$ cat config.mk
export PLATFORM = sky130hd
export DESIGN_NAME = mult_seq_ctrl_flat
export DESIGN_NICKNAME = d
export VERILOG_FILES = /design/src/rtl/mult_seq_ctrl_if.sv /design/src/rtl/mult_seq_ctrl.sv /design/src/flat_wrapper.sv
export SDC_FILE = /design/constraint.sdc
export NUM_CORES = 1
export LEC_CHECK = 0
export CORE_ASPECT_RATIO = 0.5
export CORE_MARGIN = 4
export CORE_UTILIZATION = 35
export CTS_CLUSTER_SIZE = 14
export DETAILED_ROUTE_END_ITERATION = 10
export GPL_ROUTABILITY_DRIVEN = 0
export GPL_TIMING_DRIVEN = 0
export PLACE_DENSITY_LB_ADDON = 0.08
export SLEW_MARGIN = 20
export SYNTH_ARGS = -nofsm -noshare
export SYNTH_HDL_FRONTEND = slang
export SYNTH_SLANG_ARGS = --single-unit
$ cat constraint.sdc
create_clock -name clk -period 1.8 [get_ports clk]
set_input_delay 0.18 -clock clk [delete_from_list [all_inputs] [get_ports clk]]
set_output_delay 0.18 -clock clk [all_outputs]
set_load 0.02 [all_outputs]
$ cat src/rtl/mult_seq_ctrl_if.sv
// Handshake bundle between an upstream sequencer and the sequential multiplier.
//   start : request, sampled by the multiplier only while idle
//   X, Y  : N-bit operands, captured on the accepted start edge
//   busy  : operation in progress (CALC or DONE)
//   done  : one-cycle pulse, P carries the new product in that cycle
//   P     : 2N-bit product register, held until the next done
// master modport = sequencer side, slave modport = multiplier side.
interface mult_seq_ctrl_if #(
  parameter int unsigned N = 3
);
  logic             start;
  logic [N-1:0]     X;
  logic [N-1:0]     Y;
  logic             busy;
  logic             done;
  logic [2*N-1:0]   P;

  modport master (
    output start, X, Y,
    input  busy, done, P
  );

  modport slave (
    input  start, X, Y,
    output busy, done, P
  );
endinterface

$ cat src/rtl/mult_seq_ctrl.sv
// Sequential shift-and-add unsigned multiplier.
// One N-bit ripple-carry adder is reused over N iterations; an
// IDLE -> CALC -> DONE controller sequences the operation.
// Ports:
//   clk : clock, all state changes on the rising edge
//   rst : synchronous active-high reset (aborts any operation, clears P)
//   bus : mult_seq_ctrl_if.slave -- start/X/Y in, busy/done/P out
// Timing: accept on edge k, N iterations on edges k+1..k+N, done=1 in the
// cycle after edge k+N, back to IDLE on the following edge.
module mult_seq_ctrl #(
  parameter int unsigned N = 3
) (
  input  logic            clk,
  input  logic            rst,
  mult_seq_ctrl_if.slave  bus
);

  localparam int unsigned CW = (N > 1) ? $clog2(N) : 1;
  localparam int unsigned PW = 2 * N;

  typedef enum logic [1:0] {
    S_IDLE = 2'b00,
    S_CALC = 2'b01,
    S_DONE = 2'b10
  } state_t;

  state_t          r_state;
  logic [N-1:0]    r_M;      // latched multiplicand
  logic [N-1:0]    r_Q;      // multiplier, shifts out LSB-first, fills with product low bits
  logic [N-1:0]    r_acc;    // accumulator (its extra top bit is always zero after a shift, so not stored)
  logic [CW-1:0]   r_cnt;
  logic [PW-1:0]   r_P;
  logic            r_busy;
  logic            r_done;

  logic [N-1:0]    w_addend;
  logic [N-1:0]    w_sum;
  logic            w_cout;
  logic [PW-1:0]   w_aq_nxt; // {acc,Q} after this iteration's add and shift
  logic            w_last;

  // Single N-bit ripple-carry adder: acc + (Q[0] ? M : 0).
  always_comb begin : adder
    logic v_c;
    w_addend = r_Q[0] ? r_M : '0;
    w_sum    = '0;
    v_c      = 1'b0;
    for (int unsigned i = 0; i < N; i++) begin
      w_sum[i] = r_acc[i] ^ w_addend[i] ^ v_c;
      v_c      = (r_acc[i] & w_addend[i]) | (v_c & (r_acc[i] ^ w_addend[i]));
    end
    w_cout = v_c;
  end

  // {c,sum,Q} >> 1; the carry lands in the accumulator MSB so nothing is lost.
  assign w_aq_nxt = PW'({w_cout, w_sum, r_Q} >> 1);
  assign w_last   = (r_cnt == CW'(N - 1));

  always_ff @(posedge clk) begin
    if (rst) begin
      r_state <= S_IDLE;
      r_M     <= '0;
      r_Q     <= '0;
      r_acc   <= '0;
      r_cnt   <= '0;
      r_P     <= '0;
      r_busy  <= 1'b0;
      r_done  <= 1'b0;
    end else begin
      case (r_state)
        S_IDLE: begin
          r_done <= 1'b0;
          if (bus.start) begin
            r_M     <= bus.X;
            r_Q     <= bus.Y;
            r_acc   <= '0;
            r_cnt   <= '0;
            r_busy  <= 1'b1;
            r_state <= S_CALC;
          end else begin
            r_busy  <= 1'b0;
          end
        end
        S_CALC: begin
          r_acc <= w_aq_nxt[PW-1:N];
          r_Q   <= w_aq_nxt[N-1:0];
          r_cnt <= r_cnt + CW'(1);
          if (w_last) begin
            // P is loaded from the final iteration's result on the edge entering DONE.
            r_P     <= w_aq_nxt;
            r_done  <= 1'b1;
            r_state <= S_DONE;
          end
        end
        S_DONE: begin
          r_done  <= 1'b0;
          r_busy  <= 1'b0;
          r_state <= S_IDLE;
        end
        default: begin
          r_done  <= 1'b0;
          r_busy  <= 1'b0;
          r_state <= S_IDLE;
        end
      endcase
    end
  end

  assign bus.busy = r_busy;
  assign bus.done = r_done;
  assign bus.P    = r_P;

endmodule

$ cat src/flat_wrapper.sv
// flat-port wrapper written by rule: the top's interface ports become plain ports
module mult_seq_ctrl_flat 
#(
  parameter int unsigned N = 3
)
  (clk, rst, bus_start, bus_X, bus_Y, bus_busy, bus_done, bus_P);
  mult_seq_ctrl_if #(.N(N)) bus_i ();
  input  logic clk;
  input  logic rst;
  input wire logic [$bits(bus_i.start)-1:0] bus_start;
  input wire logic [$bits(bus_i.X)-1:0] bus_X;
  input wire logic [$bits(bus_i.Y)-1:0] bus_Y;
  output wire logic [$bits(bus_i.busy)-1:0] bus_busy;
  output wire logic [$bits(bus_i.done)-1:0] bus_done;
  output wire logic [$bits(bus_i.P)-1:0] bus_P;
  assign bus_i.start = bus_start;
  assign bus_i.X = bus_X;
  assign bus_i.Y = bus_Y;
  assign bus_busy = bus_i.busy;
  assign bus_done = bus_i.done;
  assign bus_P = bus_i.P;
  mult_seq_ctrl #(.N(N)) u_core (.clk(clk), .rst(rst), .bus(bus_i));
endmodule
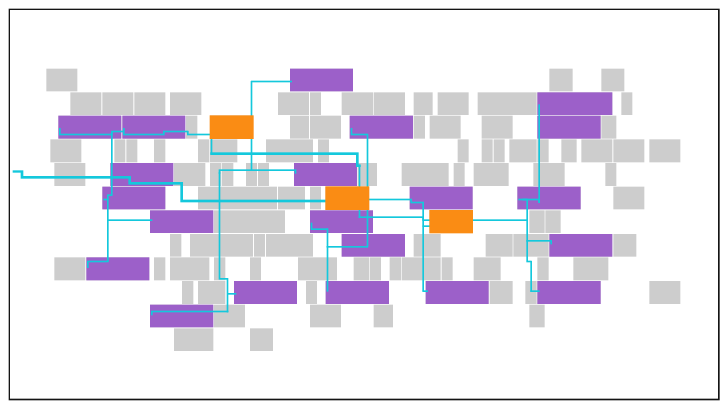
Figure 1: clock network drawn from the DEF.
Key: purple = flip-flops [count 21]; cyan = clock wires [length 264 um]; orange = clock drivers [count 3]
There are 4 routed clock nets.
clk latency late pin: 0.26 ns
Clk. pwr: 304 uW
Fin Clk Skew: 0.00457 ns
Clock power frac: 32.8%

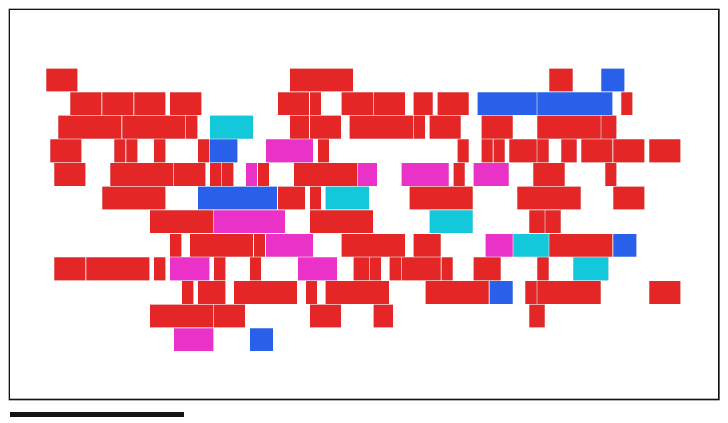
Figure 2: cells by drive strength.
The bar under the picture is 20 um long.
Key: red = _0 and _1 cells [cells 92]; cyan = _6 and larger [cells 5]; blue = _3 and _4 cells [cells 8]; magenta = _2 cells [cells 11]
final instance area: 1240 um^2
Non-clk bufs: 24
Setup WS post-layout: -0.0329 ns
Area Growth Syn to Fin: 30.8%

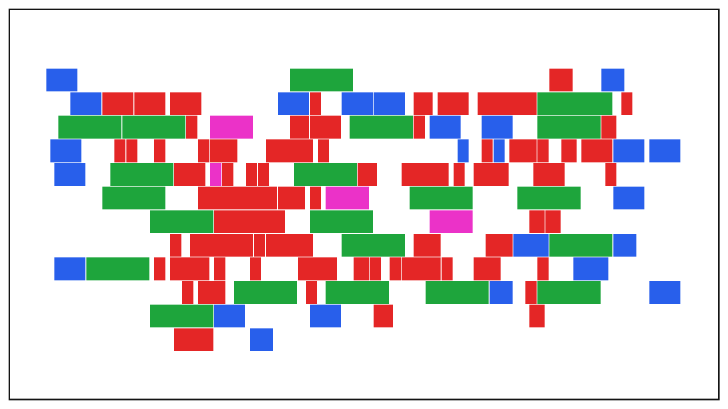
Figure 3: cells colored by class.
Key: blue = remaining buffers and delay cells [cells 24, share of their area 18%]; green = sequential cells [cells 21, share of their area 35%]; red = combinational and other logic [cells 67, share of their area 42%]; magenta = clock drivers and dummy loads [cells 4, share of their area 3.8%]
final core utilization: 51.9%
flop share of the area: 34.2%

==> metrics.cfg <==
[critical_path]
crit_path_top_delay_cell = fa_1
critPathCaptureType = register
crit_type = reg -> reg
timing.rr.start = u_core.r_Q[0]$_SDFFE_PP0P_
path_cells = and2_4 -> ha_4 -> inv_2 -> fa_2 -> fa_1 -> buf_4 -> a211oi_2
critical_path_cell_count = 7
critPathBufInv = 2
crit_fanout = 2
cp.arrival_ns = 2.02
r2r-end = u_core.bus.P[4]$_SDFFE_PP0P_
r2r_cells = 7
critical_path.top_delay_family = adder cells
critPathLaunchType = register
required_ns = 1.98
crit_path_max_incr_delay_ns = 0.48
rrSetupSlack_ns = -0.03

[power_and_ir_drop]
power_switching_uw = 222
finalPower_uw = 930
power.share.switching_pct = 23.8
top_power_group = sequential cells
power_density_nw_per_um2 = 750
p_seq_share_pct = 53.1
power_leakage_nw = 0.438
p_int_uw = 708
p_comb_share_pct = 14.1
irDropWorstVdd_v = 0.000409
pg_comb_uw = 131
powerSeq_uw = 494

[hold_path]
whs_path_depth = 2
hold_path_class = reg -> reg
hold_end = u_core.r_cnt[0]$_SDFFE_PP0P_
min_from = u_core.r_cnt[0]$_SDFFE_PP0P_

[global_routing]
grt_pass1_vias = 697
grt_usage_pct = 11.9
grt_pass1_wl_um = 3210
grt_max_degree = 12
grt.overflow.total = 0
antenna_found_initial = 0

[placement]
dpl_worst_slack_ns = -0.125
io_buffers = 16
dpl_cell_area_um2 = 1150
dp_cells = 145
dp_hpwl_um = 1380

[routing]
vias = 702
drt_iter0_markers = 10
wl_met1_um = 961
first_pass_iters = 6
wl_met2_um = 828
ant_nets = 0
top_layer = met3
wl_met3_um = 103
wl_per_cell_um = 12.5
viasPerCell = 4.65
wl_um = 1890
route.detailed.drc = 0

[synthesis]
async_flop_share_pct = 0
fa_ha_area_share_pct = 6.87
ys_cells = 94
mux_area_share_pct = 8.45
synthesis.nets = 107
ys.flop_type = dfxtp_1
edf_count = 0
netlist.area_leader.share_pct = 44.4
ys.flops = 21
yosys-top-cells-area = dfxtp_1, mux2i_1, nor2_1, fa_1, a211oi_2
ys_types = 25
ys_sh_aoi_pct = 14.8
yosysWarnings = 0
xor_share_pct = 0
ys_area_um2 = 947
common_cells = dfxtp_1, nor2_1, inv_1, mux2i_1
synthSimpleGateAreaFrac_pct = 17.6
top_cell = dfxtp_1
netlist_instances = 94
synth_area_um2 = 947
synth_seq_share_pct = 44.4
largest_area_cell = dfxtp_1
topCombFamilyByArea = simple AND/OR/NAND/NOR gates
syn_area_per_cell_um2 = 10.1

[clock_tree]
cts_max_level = 1
postCtsHoldBufs = 0
cts_sinks = 21
cts_buffers = 3
clk_pin_slew_worst_paths_ns = 0.07
cts_root_buffer = clkbuf_8
cts_tree = yes
clockBufferDepth = 2

[floorplanning]
num_io_pins = 17
die_area_um2 = 3650
core_area_um2 = 2390
rows = 12
fp_util_pct = 39.7
die_w_um = 81.6
die_y_um = 44.8

[final_timing]
max_slew_margin_pct = 59.0
max_slew.worst_pin.slew_ns = 0.615
setup_tns_ns = -0.0435
whs_ns = 0.454
finalHoldViolCount = 0
setup_viol = 2
rsz0062_at_grt = yes
worst_slack_ns = -0.0329
fin_crit_ns = 1.83
finalClockPeriodUsage_pct = 102
max_freq_mhz = 546
final_max_slew_viol_count = 0

[cells_and_area]
lay_top_count = dfxtp_1
most-common-layout-cells = dfxtp_1, nor2_1, clkdlybuf4s50_1
nNetsFinal = 130
fillers = 225
diodes = 0
layout.cells.non_filler = 151
drive_gt1_share_pct = 20.7

[outcome]
status = complete, but fails checks
violations = setup timing

[run]
drv_cap = 0
tool_warnings = 29

## cell type report
| type | instances | area [um^2] | share of cell area (%) |
|---|---|---|---|
| clock buffers | 4 | 45.0 | 3.64 |
| plain buffers | 6 | 45.0 | 3.64 |
| well taps | 35 | 43.8 | 3.54 |
| flip-flops and latches | 21 | 424 | 34.2 |
| repair buffers | 18 | 175 | 14.1 |
| multi-input cells | 59 | 475 | 38.4 |
| inverters | 8 | 30.0 | 2.42 |
## state kept, by name (all words and copies together) (netlist names)
signal and flops:
u_core.bus.P 6, u_core.bus.busy 1, u_core.bus.done 1, u_core.r_M 3
u_core.r_Q 3, u_core.r_acc 3, u_core.r_cnt 2, u_core.r_state 2
## worst max-delay path by stage
stage | startpoint | slack (ns) | to
after global routing | u_core.r_Q[0]$_SDFFE_PP0P_ | -0.10 | u_core.bus.P[4]$_SDFFE_PP0P_
after global placement | u_core.r_Q[0]$_SDFFE_PP0P_ | -0.1 | u_core.r_acc[1]$_SDFFE_PP0P_
after CTS | u_core.r_Q[0]$_SDFFE_PP0P_ | -0.05 | u_core.bus.P[4]$_SDFFE_PP0P_
after detailed placement | u_core.r_Q[0]$_SDFFE_PP0P_ | -0.12 | u_core.r_acc[1]$_SDFFE_PP0P_
after floorplan | u_core.r_Q[0]$_SDFFE_PP0P_ | -0.0009 | u_core.r_acc[1]$_SDFFE_PP0P_
final | u_core.r_Q[0]$_SDFFE_PP0P_ | -0.03 | u_core.bus.P[4]$_SDFFE_PP0P_
## repair_timing
action | in CTS | in global routing
setup buffers | 2 | 0
gates resized | 2 | 4
setup endpoints to repair | 1 | 2
pin swaps | 1 | 1
## layer usage
metal / vias to the layer above / global-route usage [%]
met4: 0 / 1.99
met5: - / 0
met1: 331 / 15.7
met3: 0 / 5.38
li1: 357 / -
met2: 14 / 18.1
Power and IR drop assume default switching activity.
